Fig. 1: run 1, routing congestion map
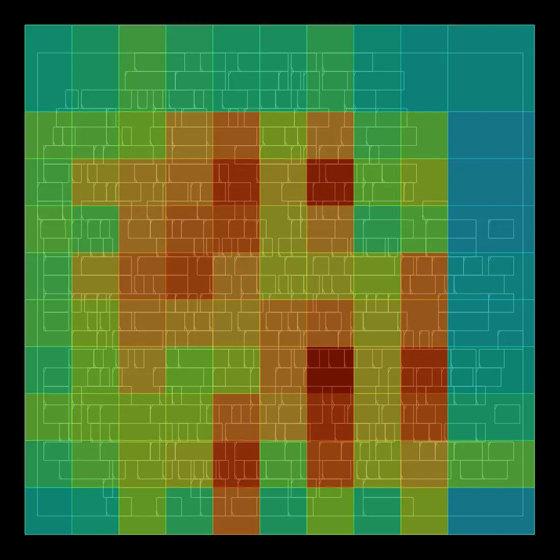
Fig. 2: run 1, logic cells by family
Scale: 8 px per µm.
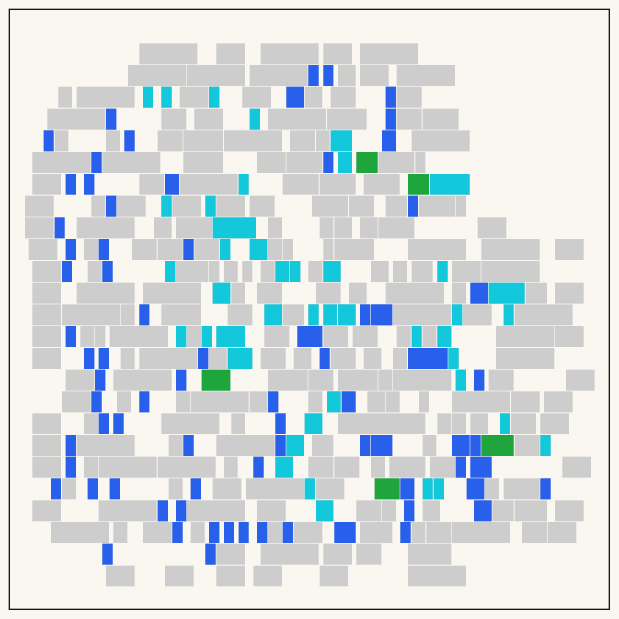
Fig. 3: run 1, a small window of the routed layout
Window x 22 to 52, y 7 to 37 µm. Cells in gray, sequential cells in the stronger gray; small squares are vias.
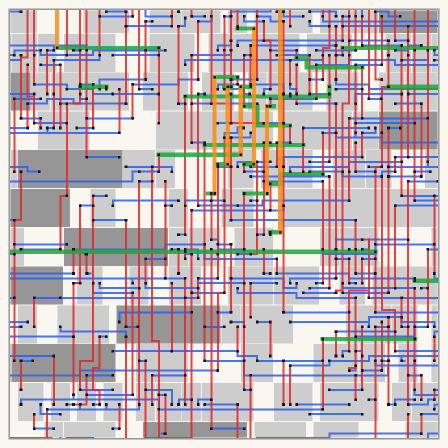
Fig. 4: run 1, routed metal per tile
Scale: 4 px per µm. The die is cut into 15 by 15 equal tiles; white is low, dark blue is high, scaled to the fullest tile. Values are wire area over tile area, all layers added.
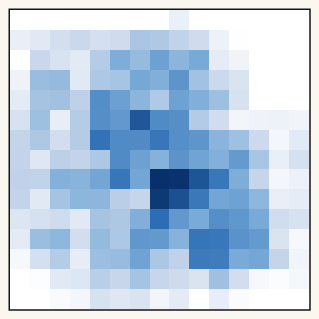
==> config.mk <==
export PLATFORM = sky130hd
export DESIGN_NAME = seq_det_ctrl
export DESIGN_NICKNAME = d
export VERILOG_FILES = /design/src/rtl/seq_det_pkg.sv /design/src/rtl/seq_match_core.sv /design/src/rtl/seq_det_ctrl.sv
export SDC_FILE = /design/constraint.sdc
export NUM_CORES = 1
export LEC_CHECK = 0
export CORE_MARGIN = 1.5
export CORE_UTILIZATION = 50
export CTS_BUF_LIST = sky130_fd_sc_hd__clkbuf_8 sky130_fd_sc_hd__clkbuf_16
export CTS_CLUSTER_SIZE = 20
export DETAILED_ROUTE_END_ITERATION = 10
export PLACE_DENSITY = 0.78
export SLEW_MARGIN = 10
export SYNTH_ARGS = -nofsm -noshare
export SYNTH_HDL_FRONTEND = slang
export SYNTH_HIERARCHICAL = 1
export SYNTH_SLANG_ARGS = --single-unit
==> constraint.sdc <==
create_clock -name clk -period 5.2 [get_ports clk]
set_input_delay 1.04 -clock clk [delete_from_list [all_inputs] [get_ports clk]]
set_output_delay 1.04 -clock clk [all_outputs]
set_load 0.05 [all_outputs]
==> reports/metrics.cfg, run 1 <==
[global_routing]
grt_pass1_vias=2195
grt-ovfl-total=0
grt_pass1_wl_um=10040

[final_layout]
final_nets=385
drive_gt1_frac=0.06340
area_growth_pct=19.50

[clock_tree]
clock.latency.late_pin_ns=0.29
cts_hold_buf=0
clk_pin_slew_ns=0.09
cts_tree=done
cts_max_path_buffers=2
clock-root-buffer=clkbuf_8
cts_resized=0

[place]
dp_hpwl_um=4336
portBuffers=40

[final_timing]
setup_violations=0
grt_setup_unrepaired=false
finalHoldViolations=0

[pwr]
p_per_area_nw_per_um2=254.4
p_leak_nw=1.109
ir_drop_uv=191.5

[logic_synthesis]
synth.avg_cell_area_um2=8.139
xor_share=0.06450
logic_family=simple AND/OR/NAND/NOR gates
synthesis.instances=317
syn-num-nets=356
yosys_area_um2=2580

[setup_path]
critPathArrivalTime_ns=3.96
r2r_cells=10
cp.buffers_inverters=1
cp_max_fo=12
start_kind=input port

[min_path]
holdPathStages=2

[status]
outcome=completed

[floorplanning]
fp_util=0.5321
core.rowCount=25

About Fig. 1:
gr usage total: 0.2301
M3 GR Usage: 0.03079
GRT busiest layer: met2
Routed wire per std cell: 14.34 µm

About Fig. 2:
family	color	cells	most used
nor cells	cyan	44	nor2_1
nand cells	blue	75	nand2_1
non-inverting ao/oa cells	green	5	o21a_1
Comb/total area: 0.5020
Non-Filler Instances: 414

About Fig. 3:
layer	color
M3	green
M2	red
M1	blue
M4	orange
most frequent	nand2_1 (17), a21oi_1 (8), dfxtp_1 (8)
sequential cells in the window	8
cells with their middle in the window	87

About Fig. 4:
densest ninth of the die	middle
emptiest ninth of the die	top right
mean over tiles	0.17
fullest tile	0.58
nearly empty tiles	16%
Detailed Route WL: 5935 µm
DR vias: 2384

run 1: per-stage QoR:
stage / instances / instance area (µm²) / power [mW] / utilization / setup WS (ns)
after CTS: 414 / 3083 / 0.7884 / 0.6359 / 1.517
final: 414 / 3083 / 0.7843 / 0.6359 / 1.447
after global placement: 406 / 2967 / 0.5178 / 0.6119 / 1.283
after detailed placement: 406 / 2967 / 0.5210 / 0.6119 / 1.213
after floorplan: 317 / 2580 / 0.4767 / - / 2.018
after global routing: 414 / 3083 / 0.8216 / 0.6359 / 1.122
run 1: worst register-to-register path: stages (launching register included):
cell and delay (ns):
dfxtp_1 0.45, or4_4 0.59, ha_1 0.30, nor4b_1 0.31
a31oi_1 0.07, a221o_1 0.37, o211ai_1 0.11, nor2_1 0.11
nor2b_1 0.16, or4b_4 0.56, o32ai_1 0.22
run 1: where the power goes:
group	switching (mW)	internal [mW]
registers	0.0172	0.358
clock network	0.116	0.155
logic	0.0730	0.0659
total	0.206	0.578
run 1: cell families after synthesis:
kind of cell    after synthesis
flops                        45
xor+xnor                     19
fa+ha+maj                    11
mux                           9
buf+inv                      26
compound gates               73
simple gates                134
run 1: synth_stat cells (2+ instances only):
library cell  instances  area share
xor2_1                6       0.020
o32ai_1               2      0.0068
or4_4                 2      0.0087
nand3b_1              4       0.012
a41oi_1               2      0.0068
buf_2                 5      0.0097
nor3_1                5      0.0097
o211ai_1              2      0.0058
nor4_1                5       0.012
or3_1                 2      0.0048
ha_1                 11       0.053
nand2_1              60       0.087
nand3_1               4      0.0078
nor2_1               24       0.035
dfxtp_1              45        0.35
and2_1                4      0.0097
o21a_1                2      0.0058
and4_1                2      0.0068
nand2b_1              3      0.0073
nor2b_1               4      0.0097
a31oi_1               4      0.0097
and4b_1               2      0.0078
o22ai_1               3      0.0073
a211oi_1              3      0.0087
clkbuf_1              9       0.013
nand4_1               2      0.0048
inv_1                 7       0.010
buf_6                 3       0.013
a21oi_1              34       0.066
mux2i_1               8       0.031
o21ai_0              11       0.021
xnor2_1              13       0.044
a311oi_1              2      0.0068
run 1: routing by layer:
layer  GRT usage  up-vias  wire (µm)
li1            -     1175          -
met1      0.3058     1093       2640
met2      0.3825       97       2824
met3     0.03079       19        353
met4     0.08283        0        116
met5           0        -          0
run 1: layout make-up:
class                   instances  area, µm²
well taps                      67      83.83
clock inverters                 2      33.78
flip-flops and latches         45      900.9
fillers                       437       1765
clock buffers                   6      82.58
multi-input cells             246       1548
repair buffers                 41      407.9
inverters                       7      26.28
## Run 2: what changed since run 1
- clock period: 5.2 -> 3.6 ns (I/O delays scaled with it)
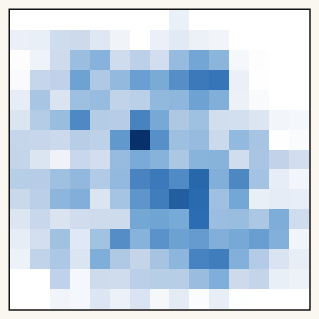
Fig. 5. Routed metal per tile (run 2).
Scale: 4 px per µm. The die is cut into 15 by 15 equal tiles; white is low, dark blue is high, scaled to the fullest tile. Values are wire area over tile area, all layers added.
mean over tiles	0.17
tiles over half the peak	16%
nearly empty tiles	16%
Detailed Route WL: 5784 µm
DR vias: 2341
Routed wire per std cell: 13.90 µm
gr usage total: 0.2222

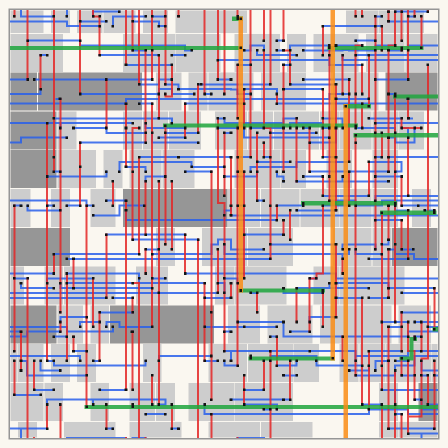
Fig. 6. A small window of the routed layout (run 2).
Window x 22 to 52, y 7 to 37 µm. Cells in gray, sequential cells in the stronger gray; small squares are vias.
layer	color
M4	orange
M2	red
M1	blue
M3	green
cells with their middle in the window	91
most frequent	nand2_1 (17), a21oi_1 (12), o21ai_0 (6)
sequential cells in the window	5

==> run 2 against run 1 <==
Compared with the run above: critical path type is now flip-flop to flip-flop; clock power up 12%; power rose by 34%; clock skew fell by 0.0011 ns; critical path depth shrank 1; global-route usage fell by 0.79 points; synthesized cell count is the same.
==> reports/metrics.cfg, run 2 <==
[status]
outcome=completed  ; unchanged

[logic_synthesis]
most_common_cell=nand2_1  ; unchanged
largest_area_cell=dfxtp_1  ; unchanged
area_leaders=dfxtp_1 (35%), nand2_1 (8.7%), a21oi_1 (6.6%), ha_1 (5.3%), xnor2_1 (4.4%)  ; unchanged
syn-num-nets=356  ; unchanged

[setup_path]
cp.buffers_inverters=0  ; was 1
r2r_cells=10  ; unchanged
critPathArrivalTime_ns=3.51  ; was 3.96 ns
start_kind=flip-flop  ; was input port

[place]
placed_cells=408  ; was 406

[final_timing]
grt_setup_unrepaired=false  ; unchanged
setup_violations=0  ; unchanged
finalHoldViolations=0  ; unchanged

[floorplanning]
core.rowCount=25  ; unchanged
fp_util=0.5321  ; unchanged

[clock_tree]
cts_hold_buf=0  ; unchanged
clock-root-buffer=clkbuf_8  ; unchanged
clk_pin_slew_ns=0.08  ; was 0.09 ns

[pwr]
p_leak_nw=1.098  ; was 1.109 nW
p_per_area_nw_per_um2=341.8  ; was 254.4 nW/µm²
ir_drop_uv=248.2  ; was 191.5 µV

[global_routing]
grt_pass1_wl_um=9577  ; was 10040 µm
grt_pass1_vias=2093  ; was 2195

[final_layout]
final_nets=387  ; was 385
fin_area_um2=3069  ; was 3083 µm²

[min_path]
holdPathStages=2  ; unchanged

run 2: cell type report:
type                       instances  area (µm²)
fill                             431        1779
clock inverter                     3       18.77
timing repair buffer              43       422.9
tap                               67       83.83
multi-input combinational        246        1548
clock buffer                       5       68.82
inverter                           7       26.28
sequential                        45       900.9
run 2: metrics by stage:
stage,worst slack (ns),power [mW]
2_1_floorplan,0.4178,0.6886
3_3_place_gp,0.4416,0.7496
3_5_place_dp,0.3682,0.7541
4_1_cts,0.3416,1.055
5_1_grt,0.1273,1.103
6_report,0.2941,1.049
run 2: report_power, final:
part | total, mW | switching, mW | internal (mW)
clock | 0.304 | 0.170 | 0.134
sequential | 0.540 | 0.0230 | 0.516
combinational | 0.205 | 0.109 | 0.0962
run 2: tightest hold or removal path, cell delays in order, from the launching register on:
cell     delay (ns)
dfxtp_1        0.33
nand2_1        0.06
a21oi_1        0.05
run 2: cell families after synthesis:
| family | Yosys count | share of synthesized area |
|---|---|---|
| AND/OR/NAND/NOR | 134 | 0.2692 |
| AND-OR/OR-AND | 73 | 0.1775 |
| flip-flops | 45 | 0.3492 |
| buffers and inverters | 26 | 0.05092 |
| XOR/XNOR | 19 | 0.06450 |
| adder cells (fa/ha/maj) | 11 | 0.05335 |
| multiplexers | 9 | 0.03540 |
run 2: per-layer routing:
metal	share of wire	GRT usage	wire length (µm)	vias to the layer above
met5	0	0	0	-
met4	0.018	0.08889	106	0
met3	0.057	0.04150	328	11
met2	0.46	0.3540	2667	80
met1	0.46	0.2977	2681	1073
li1	-	-	-	1177
No activity file was given, so power comes from the tool's default toggle rates.
